Fig. 1: run 1, clock network drawn from the DEF
Drawn at 4 px/um.
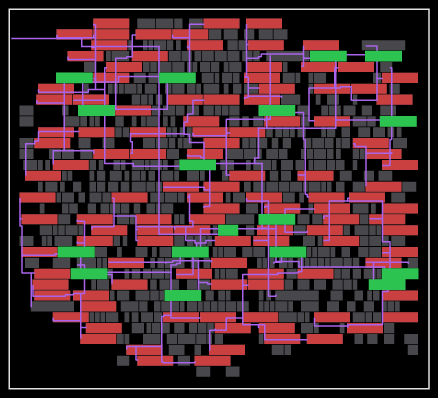
Fig. 2: run 1, placed cells, one colour a class
Drawn at 3 px/um.
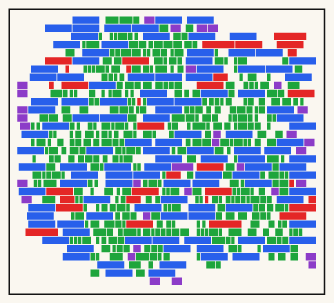
Fig. 3: run 1, M3 wires
Drawn at 4 px/um.
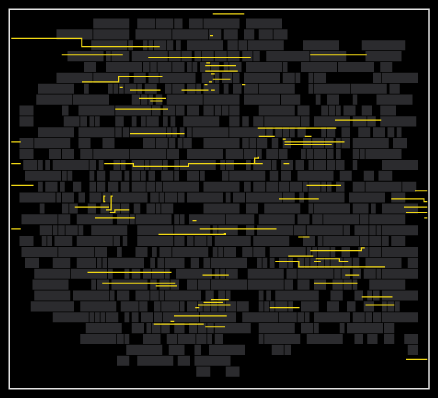
Fig. 4: run 1, I/O nets highlighted
Drawn at 4 px/um.
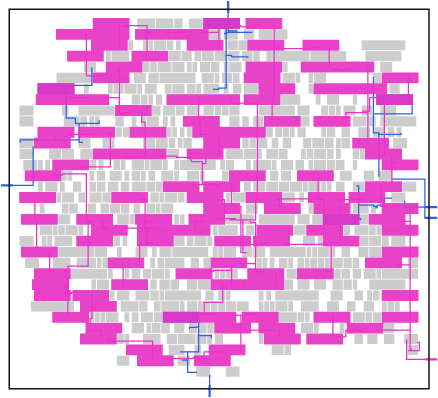
[src/rtl/button_conditioner.sv]
// Button front-end: 2-flop sync, debounce, one-cycle press pulse per bit.
// Define BUTTON_AUTO_REPEAT_EN to build hold-to-repeat pulsing (gated by REPEAT_MASK).
module button_conditioner #(
    parameter int unsigned        NUM_BTN           = 5,
    parameter int unsigned        DB_CYCLES         = 251_750,
    parameter int unsigned        RPT_DELAY_CYCLES  = 12_587_500,
    parameter int unsigned        RPT_PERIOD_CYCLES = 2_517_500,
    parameter logic [NUM_BTN-1:0] REPEAT_MASK       = NUM_BTN'(5'b01111)
) (
    input  logic               video_clk,
    input  logic               reset_n,
    input  logic [NUM_BTN-1:0] btn_raw,
    output logic [NUM_BTN-1:0] btn_level,
    output logic [NUM_BTN-1:0] btn_pulse
);

    localparam int unsigned     DbW    = $clog2(DB_CYCLES + 1);
    localparam logic [DbW-1:0]  DbLast = DbW'(DB_CYCLES - 1);

`ifdef BUTTON_AUTO_REPEAT_EN
    localparam int unsigned     TmMax      = (RPT_DELAY_CYCLES > RPT_PERIOD_CYCLES) ?
                                             RPT_DELAY_CYCLES : RPT_PERIOD_CYCLES;
    localparam int unsigned     TmW        = $clog2(TmMax + 1);
    localparam logic [TmW-1:0]  DelayLast  = TmW'(RPT_DELAY_CYCLES - 1);
    localparam logic [TmW-1:0]  PeriodLast = TmW'(RPT_PERIOD_CYCLES - 1);

    typedef enum logic [1:0] {StIdle, StHold, StRpt} state_e;
`else
    typedef enum logic [0:0] {StIdle, StHold} state_e;

    logic unused_cfg;
    assign unused_cfg = ^{REPEAT_MASK, RPT_DELAY_CYCLES[0], RPT_PERIOD_CYCLES[0]};
`endif

    logic [NUM_BTN-1:0] sync_q1;
    logic [NUM_BTN-1:0] sync_q2;

    always_ff @(posedge video_clk or negedge reset_n) begin
        if (!reset_n) begin
            sync_q1 <= '0;
            sync_q2 <= '0;
        end else begin
            sync_q1 <= btn_raw;
            sync_q2 <= sync_q1;
        end
    end

    for (genvar i = 0; i < NUM_BTN; i++) begin : g_btn
        logic [DbW-1:0] db_cnt_q;
        logic           level_q;
        logic           pulse_q;
        logic           accept;
        logic           rise;
        state_e         state_q;

        // The level only moves once the synced input has disagreed for DB_CYCLES cycles.
        assign accept = (sync_q2[i] != level_q) && (db_cnt_q == DbLast);
        assign rise   = accept && sync_q2[i];

        always_ff @(posedge video_clk or negedge reset_n) begin
            if (!reset_n) begin
                db_cnt_q <= '0;
                level_q  <= 1'b0;
            end else if (sync_q2[i] == level_q) begin
                db_cnt_q <= '0;
            end else if (accept) begin
                level_q  <= sync_q2[i];
                db_cnt_q <= '0;
            end else begin
                db_cnt_q <= db_cnt_q + 1'b1;
            end
        end

`ifdef BUTTON_AUTO_REPEAT_EN
        localparam bit RptEn = REPEAT_MASK[i];
        logic [TmW-1:0] timer_q;

        always_ff @(posedge video_clk or negedge reset_n) begin
            if (!reset_n) begin
                state_q <= StIdle;
                timer_q <= '0;
                pulse_q <= 1'b0;
            end else begin
                pulse_q <= 1'b0;
                case (state_q)
                    // Pulse lands in the same cycle the debounced level first reads 1.
                    StIdle: begin
                        if (rise) begin
                            pulse_q <= 1'b1;
                            timer_q <= '0;
                            state_q <= StHold;
                        end
                    end
                    StHold: begin
                        if (!level_q) begin
                            timer_q <= '0;
                            state_q <= StIdle;
                        end else if (!RptEn) begin
                            timer_q <= '0;
                        end else if (timer_q == DelayLast) begin
                            pulse_q <= 1'b1;
                            timer_q <= '0;
                            state_q <= StRpt;
                        end else begin
                            timer_q <= timer_q + 1'b1;
                        end
                    end
                    StRpt: begin
                        if (!level_q) begin
                            timer_q <= '0;
                            state_q <= StIdle;
                        end else if (timer_q == PeriodLast) begin
                            pulse_q <= 1'b1;
                            timer_q <= '0;
                        end else begin
                            timer_q <= timer_q + 1'b1;
                        end
                    end
                    default: begin
                        timer_q <= '0;
                        state_q <= StIdle;
                    end
                endcase
            end
        end
`else
        always_ff @(posedge video_clk or negedge reset_n) begin
            if (!reset_n) begin
                state_q <= StIdle;
                pulse_q <= 1'b0;
            end else begin
                pulse_q <= 1'b0;
                case (state_q)
                    StIdle: begin
                        if (rise) begin
                            pulse_q <= 1'b1;
                            state_q <= StHold;
                        end
                    end
                    StHold: begin
                        if (!level_q) begin
                            state_q <= StIdle;
                        end
                    end
                    default: state_q <= StIdle;
                endcase
            end
        end
`endif

        assign btn_level[i] = level_q;
        assign btn_pulse[i] = pulse_q;
    end

endmodule
[config.mk]
export PLATFORM = sky130hd
export DESIGN_NAME = button_conditioner
export DESIGN_NICKNAME = d
export VERILOG_FILES = /design/src/rtl/button_conditioner.sv
export SDC_FILE = /design/constraint.sdc
export NUM_CORES = 1
export LEC_CHECK = 0
export ABC_CLOCK_PERIOD_IN_PS = 2300
export CAP_MARGIN = 15
export CORE_ASPECT_RATIO = 0.9
export CORE_MARGIN = 2
export CORE_UTILIZATION = 61
export DETAILED_ROUTE_END_ITERATION = 6
export MAX_ROUTING_LAYER = met4
export PLACE_DENSITY = 0.89
export SYNTH_ARGS = -nofsm -noshare
export SYNTH_HDL_FRONTEND = slang
export SYNTH_SLANG_ARGS = --single-unit
[constraint.sdc]
create_clock -name video_clk -period 2.3 [get_ports video_clk]
set_clock_uncertainty 0.15 [all_clocks]
set_input_delay 0.23 -clock video_clk [delete_from_list [all_inputs] [get_ports video_clk]]
set_output_delay 0.23 -clock video_clk [all_outputs]
set_load 0.02 [all_outputs]
==> impl_metrics.ini, run 1 <==
; flow metrics
[clocking]
cts_buffers = 17
tritoncts = built
cts_resized = 0
clock_latency_ns = 0.52
clkSinkCount = 115
htree_levels = 4

[floorplanning]
die_area_mm2 = 0.00988
coreArea_mm2 = 0.00896
die_h_um = 94.5
fp_util = 0.619
dieWidth_um = 105

[hold_path]
min_path_type = input pin to asynchronous set/reset pin

[placement]
dp.final_hpwl_um = 7350
dp_cells = 672
place_congestion = 0.901
place_area_mm2 = 0.00581

[detailed_routing]
wl_met1_um = 4840
vias_per_cell = 5.98
top_layer = met4
route.met3.wl_um = 617
first_pass_iters = 5
routed-wl-met2_um = 5770

[timing]
tightestPinTransition_ns = 0.638
min_period_ns = 2.12
max_slew_margin = 0.575
final_max_slew_viol_count = 0
whs_ns = 0.00994
rsz0062_at_grt = no
setup_viol = 0
fin_crit_sh = 0.923
max_freq_ghz = 0.471
tns_ns = 0
setup_ws_ns = 0.176

[synthesis]
synth_top_flop_cell = dfrtp_1
synthesis.area_mm2 = 0.00555
most_common_cell = dfrtp_1
ys_area_mm2 = 0.00555
synth-seq-area-share = 0.518
synth_top_area_share = 0.518
synth-async-reset-ratio = 1.00
yosysWarnings = 0
synth_cell_types = 41
area_leaders = dfrtp_1 52%, xnor2_1 7.6%, nor2_1 6.2%, xor2_1 3.9%, nand4_1 3.5%
syn-mean-instance-area_um2 = 10.1
common_cells = 115 x dfrtp_1, 92 x nor2_1, 48 x xnor2_1
synth_nets = 566
synth_flop_count = 115

[critical_path]
cp_max_fo = 5
cp_cell_sequence = nand2b_1, or4_1, or4_1, mux2_1
cp-start-kind = register
crit_path_frequent_cell = or4_1
slowest_delay_ns = 0.49
crit_type = register to register
critPathCaptureType = register
crit_path_top_delay_cell = or4_1
worst_ep_required_time_ns = 2.55
worstPathArrival_ns = 2.37

[global_route]
antenna_found_initial = 0
use_met2 = 0.428
overflow = 0
grt.total_usage = 0.263
grt_pass1_wl_um = 19900
met1_usage = 0.310
grt-busiest-layer = met2

[finish]
mostFrequentLayoutCells = 115 x dfrtp_1, 92 x nor2_1, 48 x xnor2_1
layoutNonFillerInstCount = 709
drive_gt1_frac = 0.0920
diodes = 0
layout.nets = 591

[outcome]
outcome = finished, final reports clean

[run]
drv_cap = 0

[power]
vdd_drop_max_v = 0.000633
leakagePower_uw = 0.00267
pwr_density_cell_mw_per_mm2 = 769
total_power_uw = 4980
Back to the opening pictures, Fig. 1:
[clock wires] purple | length: 1510 um
[cells driving clock nets] green | count: 17
[flip-flops] red | count: 115
routed clock nets	18
flops lie	widely spread

Back to the opening pictures, Fig. 2:
class	colour	cells
clock drivers and dummy loads	red	32
other buffers and delay cells	purple	32
all other logic	green	408
flops	blue	115
sequential cell area share: 0.444
fin area: 0.00648 mm^2
post-route core utilization: 0.724

Back to the opening pictures, Fig. 3:
main direction	horizontal
wire length on this layer	617 um
longest straight run	25.3 um
nets with wire on the layer	56
share of all routed wire	5.4%
Total Wirelength: 11400 um
met3 Usage GRT: 0.0704
via count: 4238

Back to the opening pictures, Fig. 4:
port	colour	bits	direction	end cells	buffers	wire
reset_n	magenta	1	input	115	5	798 um
btn_level	blue	5	output	5	5	229 um
I/O pins: 17
IO buf count: 16

-- run 1: cells by family (layout without fill, tap and decap cells) --
family	count (synthesis)	in the layout	share of synthesized area
and+or+nand+nor	270	270	0.257
DFF	115	115	0.518
xor gates and xnor gates	73	73	0.115
buffers and inverters	42	80	0.0363
AOI/OAI and AO/OA	34	34	0.0401
adders and majority gates	10	10	0.0225
muxes	5	5	0.0101
-- run 1: final cells by class --
class / instances / area [um^2]
repair buffers: 32 / 303
inverters: 16 / 60.1
clock inverters: 9 / 151
flip-flops and latches: 115 / 2880
fillers: 612 / 2480
clock buffers: 23 / 467
well taps: 122 / 153
multi-input cells: 392 / 2470
-- run 1: critical path: cells and delay by family (launching register included) --
kind | cells | cell delay, ns
DFF | 1 | 0.41
muxes | 1 | 0.34
and+or+nand+nor | 3 | 1.10
-- run 1: worst paths after layout --
kind                                      startpoint                    to  slack (ns)  cells after the start
max in group asynchronous                    reset_n            sync_q1[2]        1.36                      3
worst min register to register            sync_q1[1]            sync_q2[1]        0.20                      0
worst min-delay path                         reset_n  g_btn[1].db_cnt_q[3]        0.01                      2
worst max register to register  g_btn[2].db_cnt_q[3]      g_btn[2].level_q        0.18                      4
min in group video_clk                    btn_raw[1]            sync_q1[1]        0.02                      1
worst max-delay path            g_btn[2].db_cnt_q[3]      g_btn[2].level_q        0.18                      4
-- run 1: what timing repair did --
item	in CTS	in global routing
hold endpoints to repair	119	0
buffers inserted	0	0
hold buffers	5	0
-- run 1: state kept, by name, indices dropped and copies added, names as in the netlist --
register        cells
g_btn.db_cnt_q     90
g_btn.level_q       5
g_btn.pulse_q       5
g_btn.state_q       5
sync_q1             5
sync_q2             5
-- run 1: where the power goes --
group	switching (uW)	internal, uW
combinational	92.6	55.3
clock	901	1840
sequential	36.2	2060
total	1030	3950
Fig. 5: run 1, clock wiring as the flow saved it
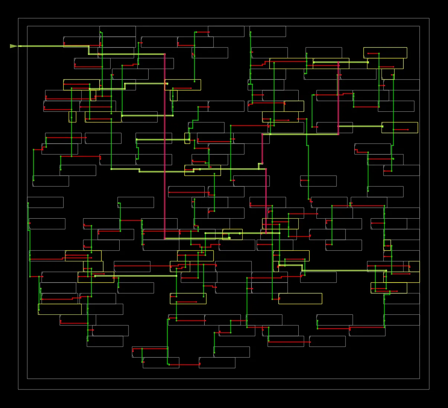

==> run 1 -> run 2 <==
GPL_TIMING_DRIVEN = 0   (was not set)
Fig. 6: run 2, clock wiring as the flow saved it
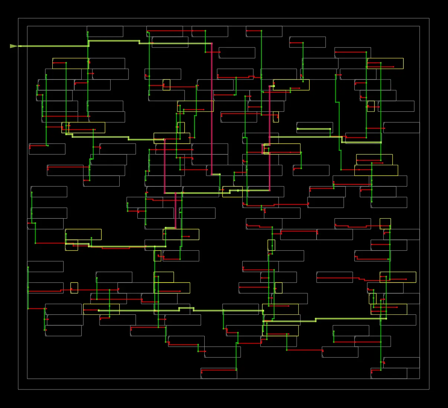
# clock sinks: 115
P_clk: 2320 uW
CLK BUF: 19
clock latency on the worst-skew pair: 0.53 ns
flip-flops: 115

Fig. 7: run 2, clock network drawn from the DEF
Drawn at 4 px/um.
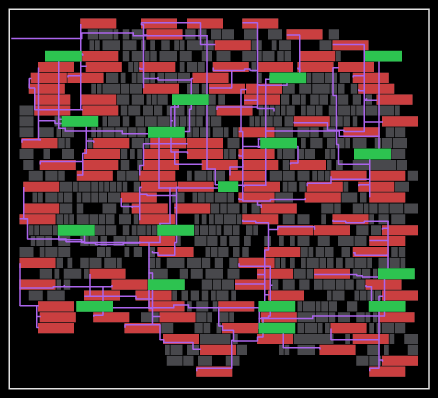
[clock wires] purple | length: 1490 um
[cells driving clock nets] green | count: 17
[flip-flops] red | count: 115
routed clock nets	18

==> run 2 against run 1 <==
  * Sequential power about the same
  * Maximum frequency decreased by 4.5%
  * Setup slack got worse by 0.10 ns
  * Critical path depth increased by 1
  * First-iteration DRC count decreased by 37%
  * Sequential cell count unchanged
  * Total power decreased by 8.4%
  * Non-clock buffer count increased by 19
==> impl_metrics.ini, run 2 <==
; flow metrics
[placement]
dp_cells = 688
dp.final_hpwl_um = 7070
place_congestion = 0.923
port_buffers = 16
place_area_mm2 = 0.00589

[synthesis]
area_leaders = dfrtp_1 52%, xnor2_1 7.6%, nor2_1 6.2%, xor2_1 3.9%, nand4_1 3.5%
synth_flop_count = 115
synth_nets = 566
synth_cell_types = 41
syn-mean-instance-area_um2 = 10.1
synth-seq-area-share = 0.518
most_common_cell = dfrtp_1
synth_top_flop_cell = dfrtp_1
common_cells = 115 x dfrtp_1, 92 x nor2_1, 48 x xnor2_1
synthesis.area_mm2 = 0.00555
yosysWarnings = 0
synth_top_area_share = 0.518
synth-async-reset-ratio = 1.00
ys_area_mm2 = 0.00555

[timing]
setup_viol = 0
fin_crit_sh = 0.967
min_period_ns = 2.22
max_slew_margin = 0.491
tns_ns = 0
setup_ws_ns = 0.0763
whs_ns = 0.169
tightestPinTransition_ns = 0.763
max_freq_ghz = 0.450
final_max_slew_viol_count = 0

[finish]
drive_gt1_frac = 0.112
diodes = 0
regArea_mm2 = 0.00288
final.fill_count = 597
logic_area_mm2 = 0.00249
largest_reg_flops = 90
mostFrequentLayoutCells = 115 x dfrtp_1, 92 x nor2_1, 48 x xnor2_1
regMostFlops = g_btn.db_cnt_q
post-route-util = 0.727
layoutNonFillerInstCount = 727
layout.nets = 610
finalInstanceArea_mm2 = 0.00651

[floorplanning]
die_h_um = 94.5
die_area_mm2 = 0.00988
io_pins = 17
coreArea_mm2 = 0.00896
fp_util = 0.619
dieWidth_um = 105

[critical_path]
cp_cell_sequence = ha_1, nand4_1, or4_1, or3_1, a21oi_1
worstPathArrival_ns = 2.52
rr_worst_depth = 5
crit_path_top_delay_cell = or4_1
worstReg2RegEnd = g_btn[0].db_cnt_q[16]
cp-start-kind = register
worst_ep_required_time_ns = 2.59
crit_type = register to register
path_buffers = 0
slowest_delay_ns = 0.58
reg2reg_slack_ns = 0.08
crit_family = simple AND/OR/NAND/NOR gates
cp_max_fo = 6
reg2reg_from = g_btn[0].db_cnt_q[0]
critPathCaptureType = register

[global_route]
gr-usage-met3 = 0.0780
met1_usage = 0.274
antenna_found_initial = 0
grt_pass1_wl_um = 18300
overflow = 0
grt.total_usage = 0.246
grt-busiest-layer = met2
use_met2 = 0.406
grt_max_degree = 60

[power]
leakagePower_uw = 0.00271
total_power_uw = 4570
pwr_density_cell_mw_per_mm2 = 701
vdd_drop_max_v = 0.000505

[detailed_routing]
vias = 4252
first_pass_iters = 6
route.met3.wl_um = 555
routed-wl-met2_um = 5590
wl_um = 10900
top_layer = met4
vias_per_cell = 5.85

[hold_path]
min_path_type = input pin to asynchronous set/reset pin

[clocking]
cts_buffers = 17
tritoncts = built
htree_levels = 4

[run]
drv_cap = 0

[outcome]
outcome = finished, final reports clean
Fig. 8: run 2, I/O nets highlighted
Drawn at 4 px/um.
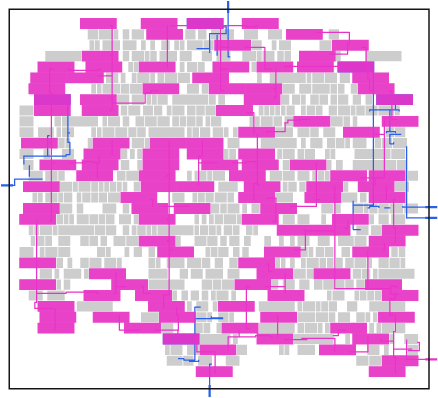
port	colour	bits	direction	end cells	buffers	wire
btn_level	blue	5	output	5	10	227 um
reset_n	magenta	1	input	115	3	735 um

[run 2: worst max path at each step]
stage                         startpoint               endpoint  cells after the start
floorplan           g_btn[2].db_cnt_q[3]       g_btn[2].level_q                      4
global placement                 reset_n             sync_q1[2]                      1
detailed placement  g_btn[4].db_cnt_q[0]  g_btn[4].db_cnt_q[16]                      5
CTS                 g_btn[4].db_cnt_q[0]  g_btn[4].db_cnt_q[16]                      5
global route        g_btn[4].db_cnt_q[0]  g_btn[4].db_cnt_q[16]                      5
finish              g_btn[0].db_cnt_q[0]  g_btn[0].db_cnt_q[16]                      5
[run 2: kinds of logic (layout without fill, tap and decap cells)]
logic type      after synthesis  in the layout  share of synthesized area
fa+ha+maj                    10             10                     0.0225
xor+xnor                     73             73                      0.115
mux                           5              5                     0.0101
flops                       115            115                      0.518
compound gates               34             34                     0.0401
simple gates                270            270                      0.257
buf+inv                      42             98                     0.0363
[run 2: timing repair]
item                                    in CTS  in global routing
pin swaps                                    0                  1
endpoints found under the setup margin      11                 42
setup buffers                                0                  4
hold buffers                                 6                  0
gates resized                                2                  4
endpoints found under the hold margin       63                  0
[run 2: worst register-to-register path, cell delays in order (launching register included)]
cell     delay (ns)
dfrtp_1        0.44
ha_1           0.25
nand4_1        0.24
or4_1          0.58
or3_1          0.32
a21oi_1        0.16
[run 2: final cells by class]
cell class	count	area share
sequential	115	0.442
multi-input combinational	392	0.382
clock buffer	19	0.0663
timing repair buffer	27	0.0423
tap	122	0.0234
buffer	24	0.0209
clock inverter	12	0.0140
inverter	16	0.00922
[run 2: report_power, final]
group | switching, uW | internal (uW)
clock | 892 | 1430
sequential | 34.0 | 2060
combinational | 95.0 | 56.1
Power and IR drop assume default switching activity.
